--- config.mk ---
export PLATFORM = sky130hd
export DESIGN_NAME = collision_matrix
export DESIGN_NICKNAME = d
export VERILOG_FILES = /design/src/rtl/collision_pkg.sv /design/src/rtl/pair_accum.sv /design/src/rtl/collision_matrix.sv
export SDC_FILE = /design/constraint.sdc
export NUM_CORES = 1
export LEC_CHECK = 0
export CAP_MARGIN = 10
export CORE_MARGIN = 4
export CORE_UTILIZATION = 45
export CTS_BUF_LIST = sky130_fd_sc_hd__clkbuf_4 sky130_fd_sc_hd__clkbuf_8
export DETAILED_ROUTE_END_ITERATION = 8
export PLACE_DENSITY = 0.83
export SYNTH_ARGS = -nofsm -noshare
export SYNTH_HDL_FRONTEND = slang
export SYNTH_SLANG_ARGS = --single-unit
--- constraint.sdc ---
create_clock -name clk_pix -period 3.85 [get_ports clk_pix]
set_input_delay 1.155 -clock clk_pix [delete_from_list [all_inputs] [get_ports clk_pix]]
set_output_delay 1.155 -clock clk_pix [all_outputs]
set_load 0.03 [all_outputs]
--- src/rtl/collision_pkg.sv ---
// Shared limits and helpers for the frame-level collision matrix.
package collision_pkg;

    localparam int unsigned A_MAX = 8;
    localparam int unsigned B_MAX = 32;
    // Enough bits to hold a count of up to B_MAX set bits.
    localparam int unsigned POP_W = 6;

    // Flat bit position of pair (a,b) in the A x B matrix.
    function automatic int unsigned pair_idx(input int unsigned a, input int unsigned b,
                                             input int unsigned b_count);
        return a * b_count + b;
    endfunction

    // Number of set bits in a B_MAX-wide vector, returned POP_W wide.
    function automatic logic [POP_W-1:0] popcount_sat(input logic [B_MAX-1:0] v);
        logic [POP_W-1:0] n;
        n = '0;
        for (int i = 0; i < int'(B_MAX); i++) begin
            n = n + POP_W'(v[i]);
        end
        return n;
    endfunction

endpackage

--- src/rtl/pair_accum.sv ---
// One A x B pair: per-frame overlap accumulator plus its published hit bit.
module pair_accum (
    input  logic clk_pix,
    input  logic reset_n,
    input  logic clear,
    input  logic frame,
    input  logic term,
    output logic acc,
    output logic hit
);

    logic acc_q;
    logic hit_q;

    // The frame-cycle pixel belongs to the new frame: it seeds acc, never the latch.
    always_ff @(posedge clk_pix or negedge reset_n) begin
        if (!reset_n) begin
            acc_q <= 1'b0;
            hit_q <= 1'b0;
        end else if (clear) begin
            acc_q <= 1'b0;
            hit_q <= 1'b0;
        end else if (frame) begin
            acc_q <= term;
            hit_q <= acc_q;
        end else begin
            acc_q <= acc_q | term;
        end
    end

    assign acc = acc_q;
    assign hit = hit_q;

endmodule

--- src/rtl/collision_matrix.sv ---
// Frame-level A x B sprite collision detector with rising-hit score counter.
module collision_matrix
    import collision_pkg::*;
#(
    parameter int unsigned A_COUNT = 2,
    parameter int unsigned B_COUNT = 10,
    parameter int unsigned CNT_W   = 10
) (
    input  logic                         clk_pix,
    input  logic                         reset_n,
    input  logic                         frame,
    input  logic                         de,
    input  logic                         clear,
    input  logic [A_COUNT-1:0]           a_drawing,
    input  logic [B_COUNT-1:0]           b_drawing,
    input  logic [A_COUNT*B_COUNT-1:0]   pair_mask,
    output logic [A_COUNT*B_COUNT-1:0]   pair_hit,
    output logic [A_COUNT-1:0]           a_hit,
    output logic [B_COUNT-1:0]           b_hit,
    output logic                         any_hit,
    output logic [B_COUNT-1:0]           b_hit_rise,
    output logic                         hit_valid,
    output logic [CNT_W-1:0]             hit_total
);

    localparam int unsigned N = A_COUNT * B_COUNT;

    if (A_COUNT < 1 || A_COUNT > A_MAX) begin : g_bad_a
        $error("collision_matrix: A_COUNT out of range");
    end
    if (B_COUNT < 1 || B_COUNT > B_MAX) begin : g_bad_b
        $error("collision_matrix: B_COUNT out of range");
    end

    logic [N-1:0]           term;
    logic [N-1:0]           acc_vec;
    logic [A_COUNT-1:0]     a_next;
    logic [B_COUNT-1:0]     b_next;
    logic                   any_next;
    logic [B_COUNT-1:0]     rise_next;
    logic [B_MAX-1:0]       rise_pad;
    logic [POP_W-1:0]       rise_cnt;
    logic [CNT_W+POP_W-1:0] sum;
    logic [CNT_W-1:0]       total_next;

    logic [A_COUNT-1:0]     a_hit_q;
    logic [B_COUNT-1:0]     b_hit_q;
    logic                   any_hit_q;
    logic [B_COUNT-1:0]     b_hit_rise_q;
    logic                   hit_valid_q;
    logic [CNT_W-1:0]       hit_total_q;

    for (genvar a = 0; a < int'(A_COUNT); a++) begin : g_a
        for (genvar b = 0; b < int'(B_COUNT); b++) begin : g_b
            localparam int unsigned I = pair_idx(a, b, B_COUNT);

            assign term[I] = de & a_drawing[a] & b_drawing[b] & pair_mask[I];

            pair_accum u_pair (
                .clk_pix (clk_pix),
                .reset_n (reset_n),
                .clear   (clear),
                .frame   (frame),
                .term    (term[I]),
                .acc     (acc_vec[I]),
                .hit     (pair_hit[I])
            );
        end
    end

    // Reductions are taken from the accumulators, i.e. the pair_hit value about to be latched.
    always_comb begin
        a_next = '0;
        b_next = '0;
        for (int a = 0; a < int'(A_COUNT); a++) begin
            for (int b = 0; b < int'(B_COUNT); b++) begin
                a_next[a] = a_next[a] | acc_vec[a*int'(B_COUNT)+b];
                b_next[b] = b_next[b] | acc_vec[a*int'(B_COUNT)+b];
            end
        end
        any_next = |acc_vec;
    end

    // b_hit_q still holds the previous frame's b_hit here, so it serves as prev_b_hit.
    always_comb begin
        rise_next                = b_next & ~b_hit_q;
        rise_pad                 = '0;
        rise_pad[B_COUNT-1:0]    = rise_next;
        rise_cnt                 = popcount_sat(rise_pad);
        sum                      = {{POP_W{1'b0}}, hit_total_q} + {{CNT_W{1'b0}}, rise_cnt};
        if (sum > {{POP_W{1'b0}}, {CNT_W{1'b1}}}) begin
            total_next = {CNT_W{1'b1}};
        end else begin
            total_next = sum[CNT_W-1:0];
        end
    end

    // Publish reductions, rise pulses and score on a frame strobe; clear wins over frame.
    always_ff @(posedge clk_pix or negedge reset_n) begin
        if (!reset_n) begin
            a_hit_q      <= '0;
            b_hit_q      <= '0;
            any_hit_q    <= 1'b0;
            b_hit_rise_q <= '0;
            hit_valid_q  <= 1'b0;
            hit_total_q  <= '0;
        end else if (clear) begin
            a_hit_q      <= '0;
            b_hit_q      <= '0;
            any_hit_q    <= 1'b0;
            b_hit_rise_q <= '0;
            hit_valid_q  <= 1'b0;
            hit_total_q  <= '0;
        end else if (frame) begin
            a_hit_q      <= a_next;
            b_hit_q      <= b_next;
            any_hit_q    <= any_next;
            b_hit_rise_q <= rise_next;
            hit_valid_q  <= 1'b1;
            hit_total_q  <= total_next;
        end else begin
            b_hit_rise_q <= '0;
            hit_valid_q  <= 1'b0;
        end
    end

    assign a_hit      = a_hit_q;
    assign b_hit      = b_hit_q;
    assign any_hit    = any_hit_q;
    assign b_hit_rise = b_hit_rise_q;
    assign hit_valid  = hit_valid_q;
    assign hit_total  = hit_total_q;

endmodule
==> run_1/port_nets.png <==
Drawn at 3 px/µm.
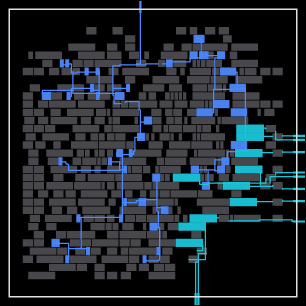
- blue: clear (direction input; edge north; end cells 45; buffers 4; wire 429 µm)
- cyan: b_hit_rise (direction output; edge 8 east, 2 south; end cells 10; buffers 10; wire 169 µm)

==> run_1/final_congestion.png <==
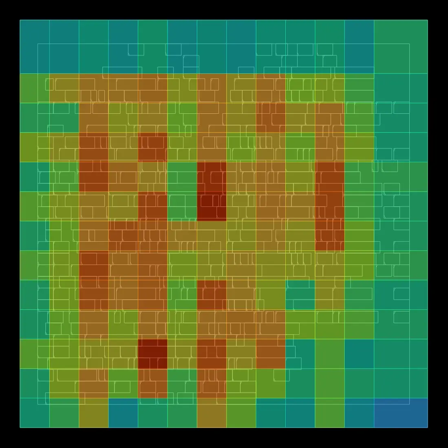
layer with the highest usage: met2
routing usage on met1: 0.274
GRT Total Usage: 0.197
routed length per instance: 17.5 µm

==> run_1/met4.png <==
Drawn at 4 px/µm. Supply wires on this layer in grey.
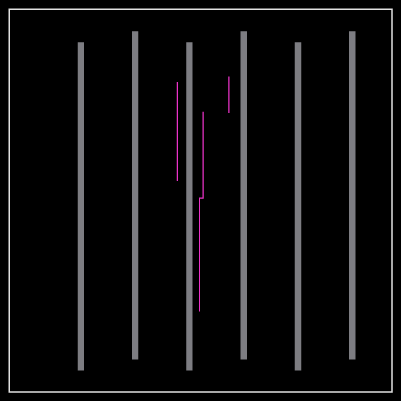
- main direction: vertical
- wire length on this layer: 83.9 µm
- nets with wire on the layer: 2
- share of all routed wire: 0.98%
vias: 2675
total routed wirelength: 8580 µm

==> results.sh, run 1 <==
# flow metrics
export IMPL_status="complete, no violations"
export IMPL_drt_vias_per_instance=5.45
export IMPL_warning_count=27
export IMPL_lay_top_cells="88 x clkdlybuf4s50_1, 70 x dfrtp_1, 55 x nor2_1"
export IMPL_n_all_buffers=115
export IMPL_finalWorstSetupSlack_ns=0.0707
export IMPL_finalSetupViolations=0
export IMPL_rr_endpoint="hit_total[2]$_DFFE_PN0P_"
export IMPL_min_path_cells=1
export IMPL_nWellTaps=99
export IMPL_worst_setup_path_end_kind="register"
export IMPL_cts_setup_buffers=1
export IMPL_post_cts_resized=5
export IMPL_drt_iter0_markers=119
export IMPL_ys_sh_adder=0.0591
export IMPL_buffer_area_frac=0.230
export IMPL_avgSynthCellArea_um2=11.6
export IMPL_htreeDepth=3
export IMPL_logic_area_um2=1400
export IMPL_largest_class="flip-flops and latches"
export IMPL_synthSimpleGateAreaFrac=0.119
export IMPL_cp_cell_sequence="nor2_2 -> or2_4 -> fa_1 -> inv_1 -> fa_1 -> fa_1 -> fa_2 -> inv_2 -> fa_2 -> nand2b_4 -> a21oi_4 -> nand4_4 -> a311oi_2"
export IMPL_powerDensity_nw_per_um2=377
export IMPL_grt_pass1_vias=2612
export IMPL_slew_headroom=0.508
export IMPL_whs_ns=0.495
export IMPL_synth_flops=74
export IMPL_flop_area_um2=1860
export IMPL_dp_cells=464
export IMPL_clock_latency_ns=0.36
export IMPL_largest_area_cell="dfrtp_1"
export IMPL_use_met3=0.0505
export IMPL_netlist_area_leader_share=0.540
export IMPL_final_common_cell="clkdlybuf4s50_1"
export IMPL_overflow=0
export IMPL_ctsHoldBuffers=0
export IMPL_power_leakage_nw=2.17
export IMPL_place_ws_ns=-0.0602
export IMPL_synthArstFlopShare=1.00
export IMPL_timing_fmax_ghz=0.265
export IMPL_multiInputCombCellCount=177
export IMPL_ant_nets=0
export IMPL_min_from="b_hit[4]$_DFFE_PN0P_"
export IMPL_synth_nets=346
export IMPL_cts_path_max_buffers=2
export IMPL_fin_util=0.647
export IMPL_yosys_warnings=0
export IMPL_r2r_cells=13
export IMPL_syn_instance_count=297
export IMPL_startpoint_type="register"
export IMPL_whs_endpoint="b_hit_rise[4]$_DFF_PN0_"
export IMPL_grt_pass1_wl_um=13400
export IMPL_seq_cell_count=74
export IMPL_fin_area_um2=4740
export IMPL_cts_inserted_buffers=9
export IMPL_synthAoiAreaFrac=0.139
export IMPL_crit_family="adder cells"
export IMPL_ir_worst_vdd_uv=256
export IMPL_skew_ns=0.0155
export IMPL_clockBufferCount=10
export IMPL_reg2reg_slack_ns=0.07
export IMPL_maxCapViolCount=0
export IMPL_grt_antenna_before_repair=0
export IMPL_ys_types=37
export IMPL_nNetsFinal=436
export IMPL_fillers=563
export IMPL_crit_start="g_a[0].g_b[0].u_pair.acc$_DFF_PN0_"
export IMPL_dr_pass1_iters=4
-- run 1: where the power goes --
| part | internal [mW] | switching (mW) |
|---|---|---|
| sequential | 0.800 | 0.0205 |
| clock | 0.384 | 0.300 |
| combinational | 0.128 | 0.156 |
-- run 1: synthesized netlist by cell type (2+ instances only) --
master / instances
a211oi_1: 10
a21o_1: 2
a21oi_1: 5
a311oi_1: 6
a31oi_1: 3
a32o_1: 20
and3b_1: 2
buf_2: 6
buf_4: 22
clkbuf_1: 6
dfrtp_1: 74
fa_1: 7
ha_1: 5
inv_1: 10
mux2i_1: 21
nand2b_1: 3
nand3_1: 3
nor2_1: 60
nor3_1: 8
nor4_1: 4
o21bai_1: 3
or2_2: 2
==> run 2, diff against run 1 <==
CORE_UTILIZATION = 59   (was 45)
DONT_BUFFER_PORTS = 1   (was unset)
==> run_2/final_congestion.png <==
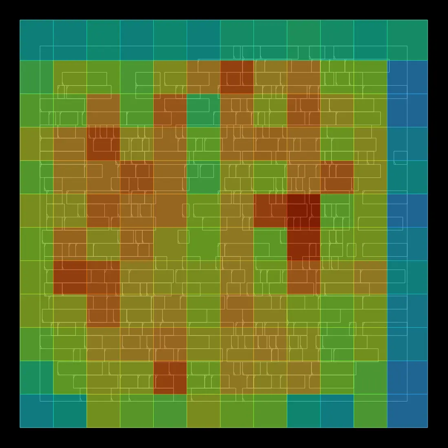
routed length per instance: 20.9 µm
met2 usage: 0.350
GR Util met3: 0.0932
GRT Total Usage: 0.226
fin util: 0.666

==> run_2/met3.png <==
Drawn at 6 px/µm.
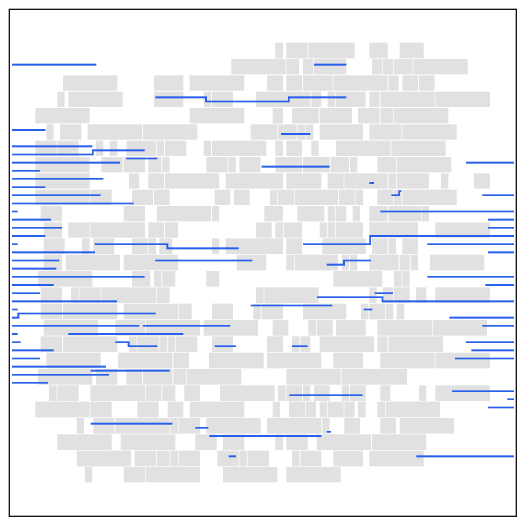
- share of all routed wire: 10%
- longest straight run: 23.8 µm
vias: 2278
total routed wirelength: 7690 µm

==> run 2 against run 1 <==
Via count fell by 15%; sequential power is 3.4% higher; design area is 22% lower; fmax down 0.89%; critical path type unchanged; critical endpoint is now hit_total[1]$_DFFE_PN0P_; largest cell class unchanged.
==> results.sh, run 2 <==
# flow metrics
export IMPL_status="complete, no violations"
export IMPL_htreeDepth=3
export IMPL_skew_ns=0.00780
export IMPL_most_common_cell="dfrtp_1"
export IMPL_drt_vias_per_instance=6.19
export IMPL_ys_types=37
export IMPL_slew_headroom=0.655
export IMPL_nWellTaps=72
export IMPL_dr_pass1_iters=4
export IMPL_worst_setup_path_end_kind="register"
export IMPL_dp_cells=350
export IMPL_maxCapViolCount=0
export IMPL_logic_area_um2=1380
export IMPL_fin_area_um2=3710
export IMPL_n_all_buffers=20
export IMPL_flop_area_um2=1850
export IMPL_powerDensity_nw_per_um2=433
export IMPL_grt_pass1_wl_um=12400
export IMPL_ir_worst_vdd_uv=279
export IMPL_rr_endpoint="hit_total[1]$_DFFE_PN0P_"
export IMPL_netlist_area_leader_share=0.540
export IMPL_r2r_cells=13
export IMPL_cp_cell_sequence="nor2_2 -> or2_4 -> fa_1 -> inv_1 -> fa_1 -> fa_1 -> fa_2 -> inv_2 -> fa_2 -> nand2b_4 -> a21oi_4 -> nand4_4 -> a311oi_2"
export IMPL_whs_ns=0.494
export IMPL_finalWorstSetupSlack_ns=0.0370
export IMPL_critPathRequiredTime_ns=4.10
export IMPL_p_seq_mw=0.848
export IMPL_reg2reg_slack_ns=0.04
export IMPL_power_frac_clock=0.380
export IMPL_warning_count=27
export IMPL_buffer_area_frac=0.0404
export IMPL_powerComb_mw=0.148
export IMPL_multiInputCombCellCount=177
export IMPL_cts_path_max_buffers=2
export IMPL_grt_antenna_before_repair=0
export IMPL_lay_top_cells="72 x dfrtp_1, 57 x nor2_1, 21 x mux2i_1"
export IMPL_largest_area_cell="dfrtp_1"
export IMPL_overflow=0
export IMPL_crit_family="adder cells"
export IMPL_pwr_group_clock_mw=0.612
export IMPL_synth_nets=346
export IMPL_ant_nets=0
export IMPL_grt_pass1_vias=2357
export IMPL_avgSynthCellArea_um2=11.6
export IMPL_clockBufferCount=11
export IMPL_internal_power_mw=1.20
export IMPL_place_ws_ns=-0.0925
export IMPL_seq_cell_count=74
export IMPL_switching_share=0.255
export IMPL_fillers=418
export IMPL_cts_inserted_buffers=9
export IMPL_common_cells="74 x dfrtp_1, 60 x nor2_1, 22 x buf_4, 21 x mux2i_1, 20 x a32o_1"
export IMPL_power_leakage_nw=1.80
export IMPL_comb_power_share=0.092
export IMPL_power_leader="registers"
export IMPL_clock_latency_ns=0.35
export IMPL_startpoint_type="register"
export IMPL_final_common_cell="dfrtp_1"
export IMPL_switching_power_mw=0.411
==> run_2/port_nets.png <==
Drawn at 3 px/µm.
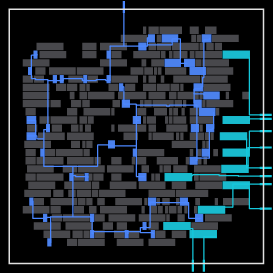
- blue: clear (direction input; edge north; end cells 45; buffers 0; wire 439 µm)
- cyan: b_hit_rise (direction output; edge 8 east, 2 south; end cells 10; buffers 0; wire 143 µm)
input/output buffers: 0
io pins: 91

-- run 2: repair_timing --
| item | 4_1_cts | 5_1_grt |
|---|---|---|
| endpoints found under the setup margin | 9 | 9 |
| gates cloned | 0 | 0 |
| gates resized | 6 | 6 |
| hold endpoints to repair | 0 | 0 |
| setup buffers | 3 | 0 |
| pin swaps | 13 | 8 |
-- run 2: cells by family after synthesis --
family / synth area share
simple gates: 0.119
flops: 0.540
compound gates: 0.139
buf+inv: 0.0770
mux: 0.0613
fa+ha+maj: 0.0591
xor+xnor: 0.00511
-- run 2: metal layers --
metal	share of wire	vias up	track usage	wire length (µm)
met1	0.39	1135	0.289	3020
li1	-	1030	-	-
met4	0.016	0	0.0760	120
met5	0	-	0	0
met3	0.10	11	0.0932	777
met2	0.49	102	0.350	3770
Power and IR drop assume default switching activity.
